**Run 1: wiring by layer**

Two of the layers only.
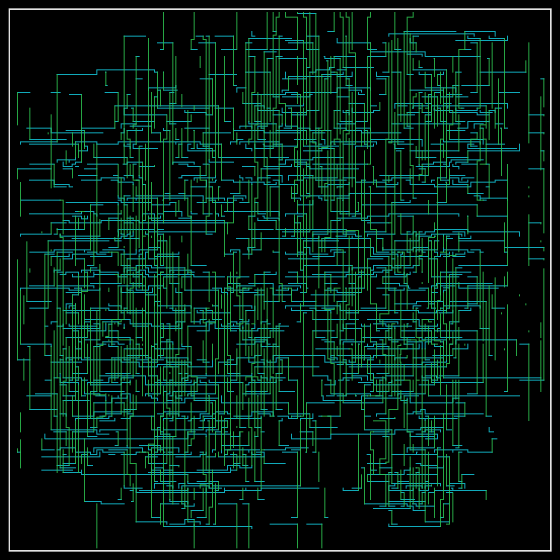
**Run 1: gate families picked out**

The bar under the picture is 20 µm long.
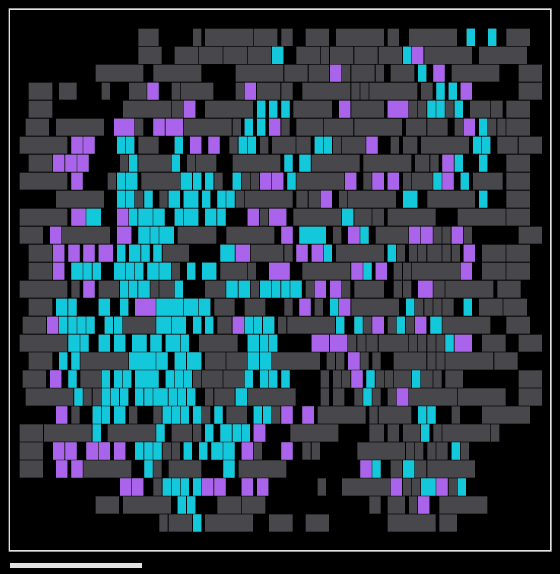
**Run 1: sequential cells grouped by signal name**

The bar under the picture is 20 µm long.
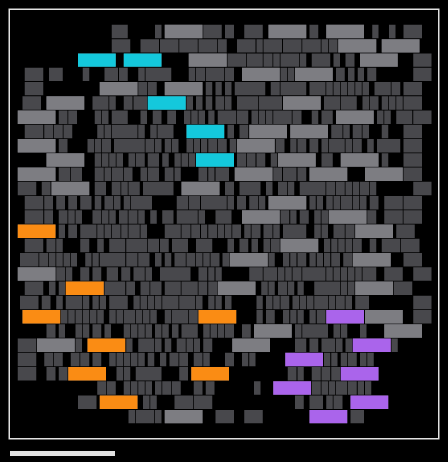
$ cat src/rtl/extended_hamming_scrubber.sv
// Background scrubber for an extended-Hamming-protected memory. Walks every
// address at a programmable pace, re-checks each data+code word, writes back
// corrected single-bit errors and records double-bit errors. The memory port
// is shared with the functional path through a request/grant handshake.
//
// Handshake: memory_request is raised together with a stable memory_write,
// memory_address, memory_write_data and memory_write_code; all of them hold
// until a cycle in which memory_grant is high, and the access completes at
// that clock edge. Read data/code arrive one cycle after the granted edge.

`ifndef GET_EXTENDED_HAMMING_PARITY_WIDTH
`define GET_EXTENDED_HAMMING_PARITY_WIDTH(w) (((w) <= 1) ? 3 : ((w) <= 4) ? 4 : ((w) <= 11) ? 5 : ((w) <= 26) ? 6 : ((w) <= 57) ? 7 : ((w) <= 120) ? 8 : 9)
`endif

module extended_hamming_scrubber #(
    parameter int DATA_WIDTH = 8,
    parameter int DEPTH = 16,
    parameter int SCRUB_PERIOD = 64,
    parameter int COUNT_WIDTH = 8,
    localparam int ADDRESS_WIDTH = $clog2(DEPTH),
    localparam int PARITY_WIDTH = `GET_EXTENDED_HAMMING_PARITY_WIDTH(DATA_WIDTH)
) (
    input  logic                     clock,
    input  logic                     resetn,
    input  logic                     scrub_enable,
    input  logic                     clear,
    output logic                     memory_request,
    input  logic                     memory_grant,
    output logic                     memory_write,
    output logic [ADDRESS_WIDTH-1:0] memory_address,
    output logic [DATA_WIDTH-1:0]    memory_write_data,
    output logic [PARITY_WIDTH-1:0]  memory_write_code,
    input  logic [DATA_WIDTH-1:0]    memory_read_data,
    input  logic [PARITY_WIDTH-1:0]  memory_read_code,
    output logic [COUNT_WIDTH-1:0]   corrected_count,
    output logic [COUNT_WIDTH-1:0]   uncorrectable_count,
    output logic                     uncorrectable_flag,
    output logic [ADDRESS_WIDTH-1:0] uncorrectable_address,
    output logic                     pass_done,
    output logic [2:0]               debug_state
);

    // Hamming check bits sit at power-of-two positions 1,2,4,...; data bits
    // fill the remaining positions in ascending order. The top code bit is
    // the overall parity over all data and Hamming check bits.
    localparam int HAMMING_BITS = PARITY_WIDTH - 1;
    localparam int CODE_LENGTH = DATA_WIDTH + HAMMING_BITS;
    localparam int PERIOD_WIDTH = $clog2(SCRUB_PERIOD + 1);
    localparam logic [PERIOD_WIDTH-1:0] PERIOD_LAST = PERIOD_WIDTH'(SCRUB_PERIOD - 1);
    localparam logic [ADDRESS_WIDTH-1:0] ADDRESS_LAST = ADDRESS_WIDTH'(DEPTH - 1);

    typedef enum logic [2:0] {
        S_IDLE, S_WAIT, S_READ, S_CAPTURE, S_CHECK, S_WRITE, S_NEXT
    } state_t;

    function automatic logic [CODE_LENGTH:1] place_bits(input logic [DATA_WIDTH-1:0] data,
                                                        input logic [HAMMING_BITS-1:0] check);
        logic [CODE_LENGTH:1] word;
        int d;
        int c;
        word = '0;
        d = 0;
        c = 0;
        for (int p = 1; p <= CODE_LENGTH; p++) begin
            if ((p & (p - 1)) == 0) begin
                word[p] = check[c];
                c++;
            end else begin
                word[p] = data[d];
                d++;
            end
        end
        return word;
    endfunction

    function automatic logic [HAMMING_BITS-1:0] position_syndrome(input logic [CODE_LENGTH:1] word);
        logic [HAMMING_BITS-1:0] s;
        s = '0;
        for (int p = 1; p <= CODE_LENGTH; p++) begin
            for (int i = 0; i < HAMMING_BITS; i++) begin
                if (((p >> i) & 1) == 1) s[i] = s[i] ^ word[p];
            end
        end
        return s;
    endfunction

    function automatic logic [PARITY_WIDTH-1:0] encode(input logic [DATA_WIDTH-1:0] data);
        logic [HAMMING_BITS-1:0] h;
        h = position_syndrome(place_bits(data, '0));
        return {(^data) ^ (^h), h};
    endfunction

    function automatic logic [DATA_WIDTH-1:0] correct_data(input logic [DATA_WIDTH-1:0] data,
                                                           input logic [HAMMING_BITS-1:0] syn);
        logic [DATA_WIDTH-1:0] fixed;
        int d;
        fixed = data;
        d = 0;
        for (int p = 1; p <= CODE_LENGTH; p++) begin
            if ((p & (p - 1)) != 0) begin
                if (p == int'(syn)) fixed[d] = ~fixed[d];
                d++;
            end
        end
        return fixed;
    endfunction

    state_t                   state;
    logic [ADDRESS_WIDTH-1:0] scrub_address;
    logic [PERIOD_WIDTH-1:0]  period_count;
    logic [DATA_WIDTH-1:0]    captured_data;
    logic [PARITY_WIDTH-1:0]  captured_code;

    logic [HAMMING_BITS-1:0]  syndrome;
    logic                     overall_error;
    logic                     word_single;
    logic                     word_double;
    logic [DATA_WIDTH-1:0]    fixed_data;
    logic [PARITY_WIDTH-1:0]  fixed_code;

    assign memory_address = scrub_address;
    assign debug_state = state;

    // Classify the captured word; an odd error whose syndrome points past the
    // codeword cannot be a single flip and is treated as uncorrectable.
    always_comb begin
        syndrome = position_syndrome(place_bits(captured_data, captured_code[HAMMING_BITS-1:0]));
        overall_error = ^{captured_data, captured_code};
        word_single = overall_error && (int'(syndrome) <= CODE_LENGTH);
        word_double = !word_single && (overall_error || (syndrome != '0));
        fixed_data = correct_data(captured_data, syndrome);
        fixed_code = encode(fixed_data);
    end

    // Scrub sequencer, port handshake and error bookkeeping.
    always_ff @(posedge clock) begin
        if (!resetn) begin
            state <= S_IDLE;
            scrub_address <= '0;
            period_count <= '0;
            captured_data <= '0;
            captured_code <= '0;
            memory_request <= 1'b0;
            memory_write <= 1'b0;
            memory_write_data <= '0;
            memory_write_code <= '0;
            corrected_count <= '0;
            uncorrectable_count <= '0;
            uncorrectable_flag <= 1'b0;
            uncorrectable_address <= '0;
            pass_done <= 1'b0;
        end else begin
            pass_done <= 1'b0;
            case (state)
                S_IDLE: begin
                    if (scrub_enable) begin
                        state <= S_WAIT;
                        period_count <= '0;
                    end
                end
                S_WAIT: begin
                    if (!scrub_enable) begin
                        state <= S_IDLE;
                    end else if (period_count == PERIOD_LAST) begin
                        state <= S_READ;
                        memory_request <= 1'b1;
                        memory_write <= 1'b0;
                    end else begin
                        period_count <= period_count + 1'b1;
                    end
                end
                S_READ: begin
                    if (memory_grant) begin
                        memory_request <= 1'b0;
                        state <= S_CAPTURE;
                    end
                end
                S_CAPTURE: begin
                    captured_data <= memory_read_data;
                    captured_code <= memory_read_code;
                    state <= S_CHECK;
                end
                S_CHECK: begin
                    if (word_single) begin
                        if (corrected_count != '1) corrected_count <= corrected_count + 1'b1;
                        memory_write_data <= fixed_data;
                        memory_write_code <= fixed_code;
                        memory_request <= 1'b1;
                        memory_write <= 1'b1;
                        state <= S_WRITE;
                    end else begin
                        if (word_double) begin
                            if (uncorrectable_count != '1) uncorrectable_count <= uncorrectable_count + 1'b1;
                            if (!uncorrectable_flag) uncorrectable_address <= scrub_address;
                            uncorrectable_flag <= 1'b1;
                        end
                        state <= S_NEXT;
                    end
                end
                S_WRITE: begin
                    if (memory_grant) begin
                        memory_request <= 1'b0;
                        memory_write <= 1'b0;
                        state <= S_NEXT;
                    end
                end
                S_NEXT: begin
                    scrub_address <= scrub_address + 1'b1;
                    if (scrub_address == ADDRESS_LAST) pass_done <= 1'b1;
                    if (scrub_enable) begin
                        state <= S_WAIT;
                        period_count <= '0;
                    end else begin
                        state <= S_IDLE;
                    end
                end
                default: state <= S_IDLE;
            endcase
            // A clear in the same cycle as an increment leaves everything zero.
            if (clear) begin
                corrected_count <= '0;
                uncorrectable_count <= '0;
                uncorrectable_flag <= 1'b0;
                uncorrectable_address <= '0;
            end
        end
    end

endmodule

$ cat config.mk
export PLATFORM = sky130hd
export DESIGN_NAME = extended_hamming_scrubber
export DESIGN_NICKNAME = d
export VERILOG_FILES = /design/src/rtl/extended_hamming_scrubber.sv
export SDC_FILE = /design/constraint.sdc
export NUM_CORES = 1
export LEC_CHECK = 0
export ABC_AREA = 1
export CORE_UTILIZATION = 58
export DETAILED_ROUTE_END_ITERATION = 8
export PLACE_DENSITY = 0.95
export REMOVE_ABC_BUFFERS = 1
export SLEW_MARGIN = 25
export SYNTH_ARGS = -nofsm -noshare
export SYNTH_HDL_FRONTEND = slang
export SYNTH_SLANG_ARGS = --single-unit
$ cat constraint.sdc
create_clock -name clock -period 5.8 [get_ports clock]
set_input_delay 0.58 -clock clock [delete_from_list [all_inputs] [get_ports clock]]
set_output_delay 0.58 -clock clock [all_outputs]
set_load 0.005 [all_outputs]
==> reports/results.tsv, run 1 <==
metric	value	unit
hold_path_startpoint	uncorrectable_address[3]	
dieWidth	81.6	µm
synth.yosys.warnings	0	
clkTransAtPathRegs	0.07	ns
detailedPlace.worstSlack	3.15	ns
fmax	0.401	GHz
yosys.area_share.adder	1.36	%
boundaryPins	62	
crit_path_start	captured_data[5]	
crit_end	corrected_count[5]	
slew_headroom	57.1	%
clk_latency	0.35	ns
detailedRoute.firstPassIterationCount	5	
final_design_area_no_fill	4490	µm²
synthDistinctLibCells	39	
met1_length	3640	µm
grt_start_max_net_pins	32	
detailedPlacementHpwl	6570	µm
flip_flops	64	
post_synth_top_flop	dfxtp_1	
grt.met2_usage	53.2	%
seqAreaFraction	28.5	%
outcome	finished clean	
ys_chip_area	3680	µm²
worst_setup_path_end_kind	flop	
edf_count	0	
number_of_remaining_drc_errors	0	
synth.yosys.num_cells	556	
pleak	1.84	nW
-- 'wiring by layer' (at the start) --
legend:
  cyan:
    layer: met1
    wire_length: 3640 µm
  green:
    layer: met2
    wire_length: 4570 µm

-- 'gate families picked out' (at the start) --
legend:
  purple:
    family: inverting AOI/OAI gates
    cells: 96
    most_used: a21oi_1
    where: all over the die
  cyan:
    family: NAND gates
    cells: 205
    most_used: nand2_1
fraction of standard cell area in multi-input logic: 46.0%
non-filler cells in the finished layout: 695
Commonest Layout Cell: nand2_1

-- 'sequential cells grouped by signal name' (at the start) --
legend:
  purple:
    netlist_name: period_count
    placed_flops: 7
    where: south-east
  orange:
    netlist_name: captured_data
    placed_flops: 8
  cyan:
    netlist_name: memory_write_code
    placed_flops: 5

==> run 2, diff against run 1 <==
--- a/config.mk
+++ b/config.mk
@@ -6,9 +6,9 @@
 export NUM_CORES = 1
 export LEC_CHECK = 0
 export ABC_AREA = 1
-export CORE_UTILIZATION = 58
+export CORE_UTILIZATION = 48
 export DETAILED_ROUTE_END_ITERATION = 8
-export PLACE_DENSITY = 0.95
+export PLACE_DENSITY = 0.85
 export REMOVE_ABC_BUFFERS = 1
 export SLEW_MARGIN = 25
 export SYNTH_ARGS = -nofsm -noshare
==> constraint.sdc (replaced) <==
create_clock -name clock -period 2.1 [get_ports clock]
set_input_delay 0.21 -clock clock [delete_from_list [all_inputs] [get_ports clock]]
set_output_delay 0.21 -clock clock [all_outputs]
set_load 0.005 [all_outputs]
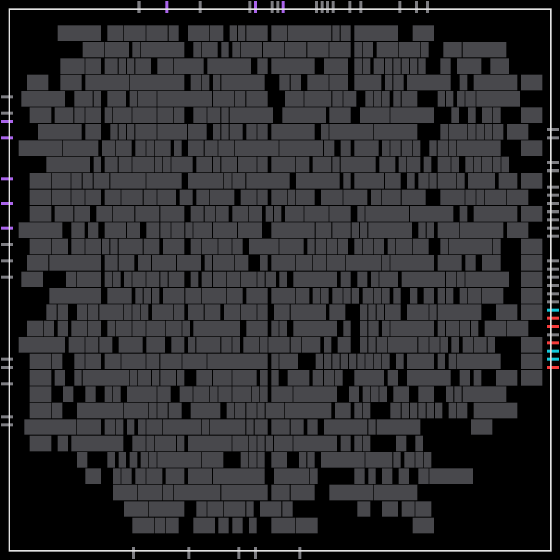
**Above:** run 2 (I/O pins on the die edge).
Pins as bars across the die edge, other pins in gray.
legend:
  cyan:
    port: debug_state
    pins: 3
    direction: output
    edge: east
  purple:
    port: memory_write_data
    pins: 8
    direction: output
    edge: 5 west, 3 north
  red:
    port: memory_address
    pins: 4
    direction: output
    edge: east
all pins by edge: 25 east, 17 north, 15 west, 5 south

==> run 2 against run 1 <==
The run now ends with negative setup slack left. Total power grew to 3.2 times the previous value. Sequential share of layout area is 5.7 points lower. Cell count rose by 15%. Maximum frequency increased by 2.2%. Wire length up 43%. Count of clock-buffer cells in the layout did not move. Combinational power rose to 4.4 times the previous value. Global-route usage fell by 3.2 points. Via count up 17%. Synthesized area did not move. Critical endpoint is now memory_write_code[4]. Largest cell class unchanged. Largest power group unchanged.
==> reports/results.tsv, run 2 <==
metric	value	unit
dieWidth	89.5	µm
crit_end	memory_write_code[4]	
failed_checks	negative setup slack	
ys_chip_area	3680	µm²
yosys.area_share.adder	1.36	%
cts.hold.buffers_added	0	
crit_path_start	captured_data[3]	
clk_latency	0.36	ns
seqAreaFraction	22.8	%
fmax	0.410	GHz
detailedPlacementHpwl	7170	µm
grt_start_max_net_pins	26	
flip_flops	64	
worst_setup_path_end_kind	flop	
layout_setup_ws	-0.339	ns
pleak	2.36	nW
outcome	finished, violations left	
sequential_cell_area	1310	µm²
synth.yosys.num_cells	556	
slew_headroom	56.6	%
synthDistinctLibCells	39	
grt_first_pass_wirelength	16200	µm
edf_count	0	
comb_share	44.0	%
setup-violations-final	35	
synth.yosys.warnings	0	
grt.met2_usage	48.0	%
mostFrequentLayoutCell	nand2_1	
floorplanUtilization	50.2	%
number_of_remaining_drc_errors	0	
clock_skew	0.00781	ns
detailedPlace.worstSlack	-0.121	ns
final_design_area_no_fill	5740	µm²
detailedRoute.firstPassIterationCount	5	
met1_length	4800	µm
clkTransAtPathRegs	0.08	ns
stdcell_count	796	
hold_path_startpoint	memory_read_code[4]	
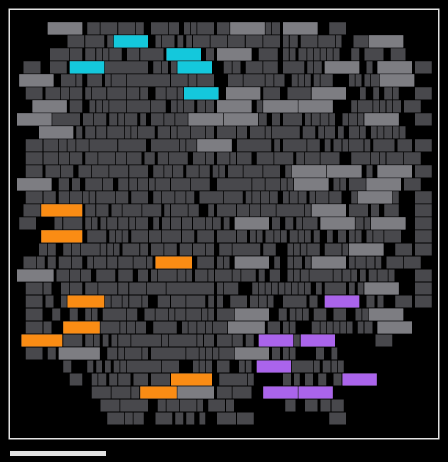
**Above:** run 2 (sequential cells grouped by signal name).
The bar under the picture is 20 µm long.
legend:
  orange:
    netlist_name: captured_data
    placed_flops: 8
  cyan:
    netlist_name: memory_write_code
    placed_flops: 5
    where: north
  purple:
    netlist_name: period_count
    placed_flops: 7

==> run 3, diff against run 2 <==
--- a/config.mk
+++ b/config.mk
@@ -6,9 +6,9 @@
 export NUM_CORES = 1
 export LEC_CHECK = 0
 export ABC_AREA = 1
-export CORE_UTILIZATION = 48
+export CORE_UTILIZATION = 54
 export DETAILED_ROUTE_END_ITERATION = 8
-export PLACE_DENSITY = 0.85
+export PLACE_DENSITY = 0.9
 export REMOVE_ABC_BUFFERS = 1
 export SLEW_MARGIN = 25
 export SYNTH_ARGS = -nofsm -noshare
==> constraint.sdc (replaced) <==
create_clock -name clock -period 2.8 [get_ports clock]
set_input_delay 0.28 -clock clock [delete_from_list [all_inputs] [get_ports clock]]
set_output_delay 0.28 -clock clock [all_outputs]
set_load 0.005 [all_outputs]
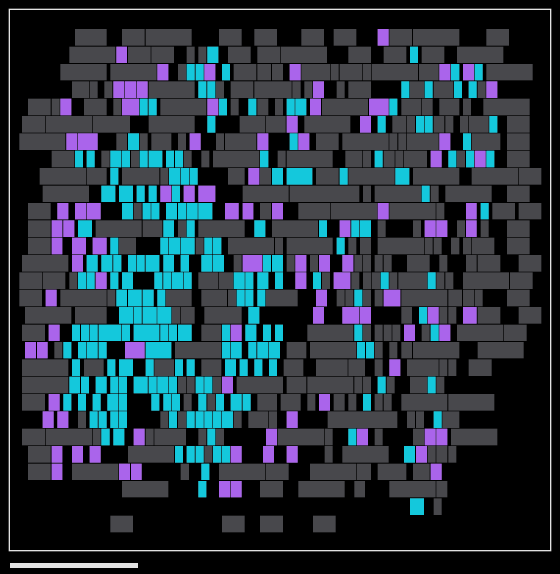
**Above:** run 3 (gate families picked out).
The bar under the picture is 20 µm long.
legend:
  purple:
    family: inverting AOI/OAI gates
    cells: 96
    most_used: a21oi_1
    where: all over the die
  cyan:
    family: NAND gates
    cells: 205
    most_used: nand2_1
fraction of standard cell area in multi-input logic: 45.5%
non-filler cells in the finished layout: 697

==> run 3 against run 2 <==
The flow finishes with violations (design-rule violations). Sequential cell count unchanged. Critical path depth down 7. Total power shrank 30%. Non-clock buffer count shrank 77. Cell area decreased by 21%. Largest power group unchanged.
==> reports/results.tsv, run 3 <==
metric	value	unit
crit_path_start	captured_data[3]	
detailedRoute.firstPassIterationCount	7	
grt_pass1_vias	3604	
layout.nets	637	
fmax	0.391	GHz
seqAreaFraction	28.2	%
synth.yosys.num_cells	556	
floorplanUtilization	57.0	%
grt_first_pass_wirelength	15100	µm
post_synth_top_flop	dfxtp_1	
cts_setup_buffers	0	
grt.met2_usage	46.5	%
clock_skew	0.0132	ns
synth.yosys.warnings	0	
power.internal	0.00164	W
detailedPlace.worstSlack	0.286	ns
worst_setup_path_end_kind	flop	
timing.rr.start	captured_data[3]	
routed-wl-met2	4340	µm
cts.hold.buffers_added	0	
met1_length	3720	µm
synthDistinctLibCells	39	
hold_path_startpoint	memory_write	
number_of_remaining_drc_errors	11	
failed_checks	design-rule violations	
yosys.area_share.adder	1.36	%
final_design_area_no_fill	4540	µm²
setup-violations-final	0	
boundaryPins	62	
mostFrequentLayoutCell	nand2_1	
outcome	finished, violations left	
layout_setup_ws	0.242	ns
power.sequential.fraction	41.1	%
crit_end	corrected_count[4]	
power.sequential.total	0.000980	W
top_cell_types_by_occurrence_after_synthesis	nand2_1, dfxtp_1, inv_1	
sequential_cell_area	1280	µm²
slew_headroom	56.4	%
ys_chip_area	3680	µm²
dieWidth	84.5	µm
pleak	1.86	nW
numSynthFlops	64	
detailedPlacementHpwl	6580	µm
power.net_switching	0.000750	W
hold_viol	0	
synthMuxAreaShare	0	%
clkTransAtPathRegs	0.07	ns
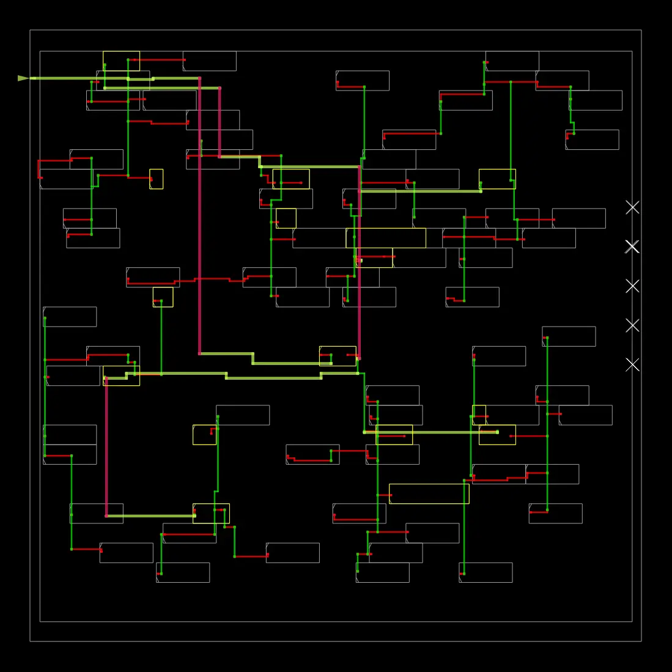
**Above:** run 3 (the clock network).
Clock Sinks: 64
later-pin clock latency in the skew report: 0.36 ns
Clk power: 0.000884 W
flip-flops: 64

No activity file was given, so power comes from the tool's default toggle rates.
